[config.mk]
export PLATFORM = sky130hd
export DESIGN_NAME = bus_arbiter_2x1
export DESIGN_NICKNAME = d
export VERILOG_FILES = /design/src/rtl/bus_arb_pkg.sv /design/src/rtl/bus_arbiter_2x1_rr_pick.sv /design/src/rtl/bus_arbiter_2x1.sv
export SDC_FILE = /design/constraint.sdc
export NUM_CORES = 1
export LEC_CHECK = 0
export ABC_AREA = 1
export CORE_MARGIN = 1
export CORE_UTILIZATION = 25
export DETAILED_ROUTE_END_ITERATION = 10
export GPL_TIMING_DRIVEN = 0
export PLACE_DENSITY_LB_ADDON = 0.15
export SYNTH_ARGS = -nofsm -noshare
export SYNTH_HDL_FRONTEND = slang
export SYNTH_SLANG_ARGS = --single-unit
[constraint.sdc]
create_clock -name clk -period 7.2 [get_ports clk]
set_clock_uncertainty 0.2 [all_clocks]
set_input_delay 2.16 -clock clk [delete_from_list [all_inputs] [get_ports clk]]
set_output_delay 2.16 -clock clk [all_outputs]
set_load 0.01 [all_outputs]
[src/rtl/bus_arb_pkg.sv]
// Shared definitions for the two-requester bus arbiter: FSM encoding and
// default widths.
package bus_arb_pkg;

   localparam int DEF_DATA_W = 32;
   localparam int DEF_CNT_W  = 16;

   typedef enum logic {
      IDLE = 1'b0,
      FULL = 1'b1
   } arb_state_t;

endpackage

[src/rtl/bus_arbiter_2x1_rr_pick.sv]
// Combinational round-robin pick between two requesters. last_grant uses the
// owner encoding (0 = requester 1, 1 = requester 2).
module rr_pick_2 (
   input  logic req_1,
   input  logic req_2,
   input  logic last_grant,
   output logic gnt_1,
   output logic gnt_2
);

   // On a tie, the requester that was not served last wins.
   always_comb begin
      gnt_1 = req_1 && (!req_2 || last_grant);
      gnt_2 = req_2 && (!req_1 || !last_grant);
   end

endmodule

[src/rtl/bus_arbiter_2x1.sv]
// Two-to-one bus arbiter with a single registered output slot, round-robin
// tie breaking and a completed-transfer counter.
module bus_arbiter_2x1
   import bus_arb_pkg::*;
#(
   parameter int DATA_W = DEF_DATA_W,
   parameter int CNT_W  = DEF_CNT_W
) (
   input  logic              clk,
   input  logic              rst,
   input  logic              req_1,
   input  logic [DATA_W-1:0] Data_in_1,
   input  logic              req_2,
   input  logic [DATA_W-1:0] Data_in_2,
   output logic              gnt_1,
   output logic              gnt_2,
   output logic [DATA_W-1:0] DOut,
   output logic              dout_valid,
   input  logic              dout_ready,
   output logic              owner,
   output logic [CNT_W-1:0]  xfer_count
);

   arb_state_t state;
   logic       last_grant;
   logic       pick_1;
   logic       pick_2;
   logic       cap_opp;
   logic       done;

   rr_pick_2 u_pick (
      .req_1      (req_1),
      .req_2      (req_2),
      .last_grant (last_grant),
      .gnt_1      (pick_1),
      .gnt_2      (pick_2)
   );

   // The slot can take a new word when empty or when it drains this cycle;
   // grants are forced low while reset is held.
   always_comb begin
      cap_opp = (state == IDLE) || dout_ready;
      done    = (state == FULL) && dout_ready;
      gnt_1   = !rst && cap_opp && pick_1;
      gnt_2   = !rst && cap_opp && pick_2;
   end

   always_ff @(posedge clk or posedge rst) begin
      if (rst) begin
         state      <= IDLE;
         DOut       <= '0;
         dout_valid <= 1'b0;
         owner      <= 1'b0;
         last_grant <= 1'b1;
         xfer_count <= '0;
      end else begin
         if (done) begin
            xfer_count <= xfer_count + CNT_W'(1);
         end
         if (gnt_1 || gnt_2) begin
            DOut       <= gnt_2 ? Data_in_2 : Data_in_1;
            owner      <= gnt_2;
            last_grant <= gnt_2;
            dout_valid <= 1'b1;
            state      <= FULL;
         end else if (done) begin
            dout_valid <= 1'b0;
            state      <= IDLE;
         end
      end
   end

endmodule

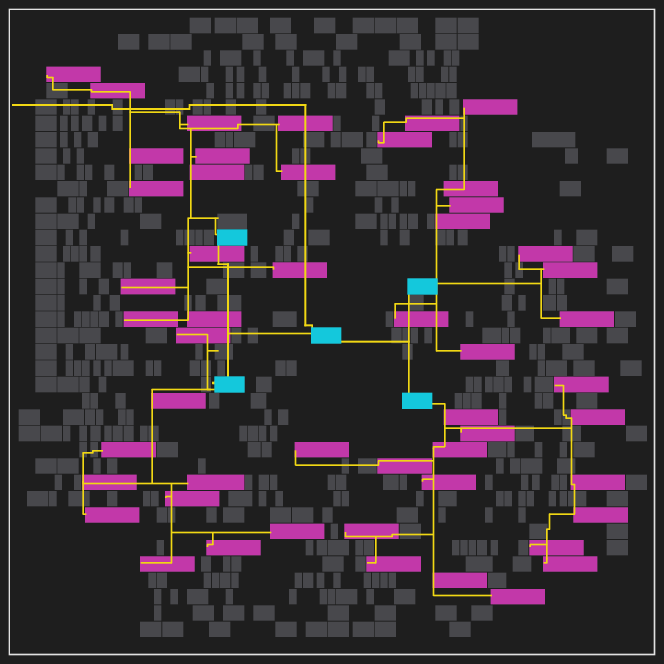
run_1/clock_map.png
(6 px per um)
- magenta: flip-flops (count 51)
- yellow: clock wires (length 718 um)
- cyan: cells driving clock nets (count 5)
- routed clock nets: 6
- flops lie: spread over the die
clock share of power: 0.185
clk_lat worst skew: 0.31 ns
Clock group: 180 uW

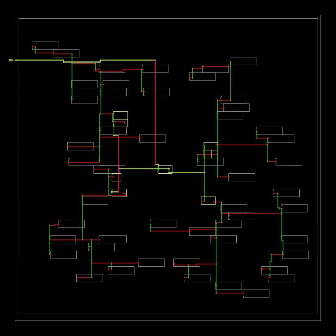
run_1/final_clocks.png
Sinks on Clock Net: 51
CTS Buf Count: 5
flop count: 51

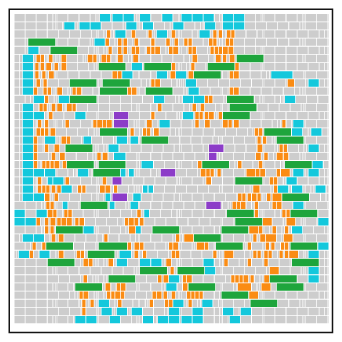
run_1/cell_classes.png
(3 px per um) Fill, decap, tap and diode cells in gray.
- orange: all other logic (cells 318)
- cyan: other buffers and delay cells (cells 138)
- purple: clock drivers and dummy loads (cells 8)
- green: flip-flops (cells 51)

==> Changelog: implementation, run 1 <==
## Flow update

* Synth Warn # at 0
* Fillers at 1,172
* ClkCell Share at 0.0232
* Net Count, Synth at 456
* GRT Resource Usage Total at 0.139
* Tot Pwr at 971 uW
* IO Pins at 121
* Final RePlAce weighted congestion at 0.786
* TAP cells at 140
* CTS resizes at 0
* Crit. End Element: output pin
* Status: completed
* Leakage at 2.24 nW
* Clock-pin slew on the worst setup and hold paths at 0.09 ns
* Clk buf depth at 2
* Cell Chain, Critical Path: clkdlybuf4s50_1, inv_4, buf_12, o21ai_2, nor2_1, buf_2, clkdlybuf4s50_1
* Most numerous logic cells after layout: nand2_1, clkdlybuf4s50_1, inv_1, nand3_1, dfrtp_1
* Hold slack at 0.276 ns
* Std-Cell Rows at 38
* Synth Cell Area at 2770 um^2
* Crit path kind: in -> out
* Max FFs per register at 32
* Routed WL at 7700 um
* Metal2 WL at 3640 um
* Tool Warnings at 26
* CP arrival at 4.52 ns
* Xor/xnor share of the synthesized area at 0.0379
* Fp util at 0.256
* Multi-input gate count at 237
* Vias in the first global route at 2,608
* Main logic family: simple AND/OR/NAND/NOR gates
* Post-synthesis mux area share at 0
* Placed cell areas at 4170 um^2
* Main area contributors: dfrtp_1, nand2_1, nand3_1
* Setup_tns at 0 ns
* Min Tclk post-route at 6.88 ns
* List of most frequent post-synthesis cells: nand2_1, inv_1, nand3_1, dfrtp_1, nor2_1
* CP required at 4.84 ns
* Worst Min Path Start: last_grant$_DFFE_PP1P_
* Largest Register: DOut
* Final Worst Setup Slack at 0.320 ns
* MaxCap Viol Count at 0
* Final core utilization at 0.394
* Sequential power at 413 uW
* Synth area leader: dfrtp_1
run_1/zoom.png
Region (41, 41) to (66, 66) um. Cells in gray, sequential cells in the stronger gray; small squares are vias.
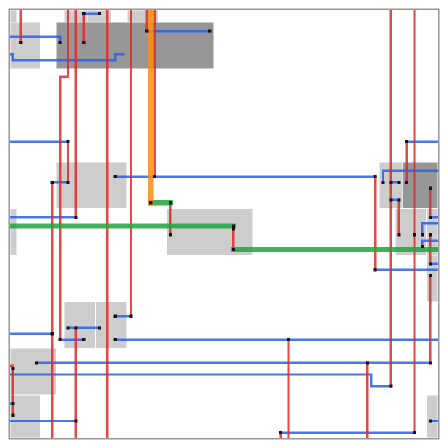

==> run 2, diff against run 1 <==
- DONT_BUFFER_PORTS: default -> 1
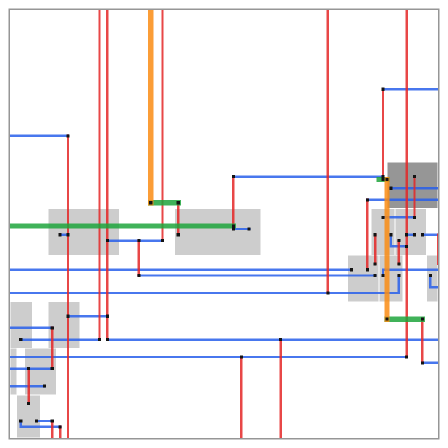
run_2/zoom.png
Region (41, 41) to (66, 66) um. Cells in gray, sequential cells in the stronger gray; small squares are vias.
- blue: met1
- red: met2
- green: met3
- orange: met4
- sequential cells in the window: 0
- most frequent: nand2_1 (3), buf_2 (3), nand3_1 (2)
- cells with their middle in the window: 10

==> Changelog: implementation, run 2 <==
## Flow update

* Status: completed
* Fillers at 1,214 (+3.6%)
* MaxCap Viol Count at 0 (unchanged)
* Clk_lat worst skew at 0.30 ns (about the same)
* CTS resizes at 0 (unchanged)
* Flop count at 51 (unchanged)
* CTS Buf Count at 5 (unchanged)
* Cell Chain, Critical Path: inv_2, buf_12, o21ai_2, or2_2, buf_2, buf_6, inv_1
* Leakage at 1.77 nW (-21%)
* Min Tclk post-route at 6.07 ns (-0.814 ns)
* GRT Resource Usage Total at 0.131 (-0.00814)
* Largest Register: DOut
* Placed cell areas at 2970 um^2 (-29%)
* Synth area leader: dfrtp_1
* Routed WL at 7200 um (-6.6%)
* Fp util at 0.256 (unchanged)
* Hold slack at 0.280 ns (+0.00332 ns)
* Max FFs per register at 32 (unchanged)
* Metal2 WL at 3540 um (-2.7%)
* Synth Cell Area at 2770 um^2 (unchanged)
* Sequential power at 463 uW (+12%)
* Multi-input gate count at 237 (unchanged)
* Main logic family: simple AND/OR/NAND/NOR gates
* CP arrival at 3.71 ns (-0.81 ns)
* Main area contributors: dfrtp_1, nand2_1, nand3_1
* Most numerous logic cells after layout: nand2_1, inv_1, nand3_1, dfrtp_1, nor2_1
* Post-synthesis mux area share at 0 (unchanged)
* Crit. End Element: output pin
* IO Pins at 121 (unchanged)
* Clock-pin slew on the worst setup and hold paths at 0.10 ns (about the same)
* Crit path kind: in -> out
* Regs by FF count: DOut x32, xfer_count x16
* CP required at 4.84 ns (about the same)
* Buffering overhead at 0.0439
* Setup_tns at 0 ns (unchanged)
* Clk buf depth at 2 (unchanged)
* Sinks on Clock Net at 51 (unchanged)
* Final Worst Setup Slack at 1.13 ns (+0.814 ns)
* Synth Warn # at 0 (unchanged)
* Worst Min Path Start: last_grant$_DFFE_PP1P_
* Final RePlAce weighted congestion at 0.763 (-2.8%)
* Comb area share at 0.353
* List of most frequent post-synthesis cells: nand2_1, inv_1, nand3_1, dfrtp_1, nor2_1
* Net Count, Synth at 456 (unchanged)
* ClkCell Share at 0.0279 (+0.00473)
* Adder Area Share at 0.00451
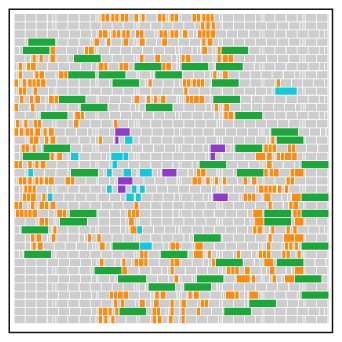
run_2/cell_classes.png
(3 px per um) Fill, decap, tap and diode cells in gray.
- cyan: other buffers and delay cells (cells 18)
- orange: all other logic (cells 318)
- purple: clock drivers and dummy loads (cells 8)
- green: flip-flops (cells 51)
Std-Cell Rows: 38
final instance area: 3050 um^2
final core utilization: 0.282
fraction of area in registers: 0.419
Core Footprint: 10,800 um^2

Power and IR drop assume default switching activity.
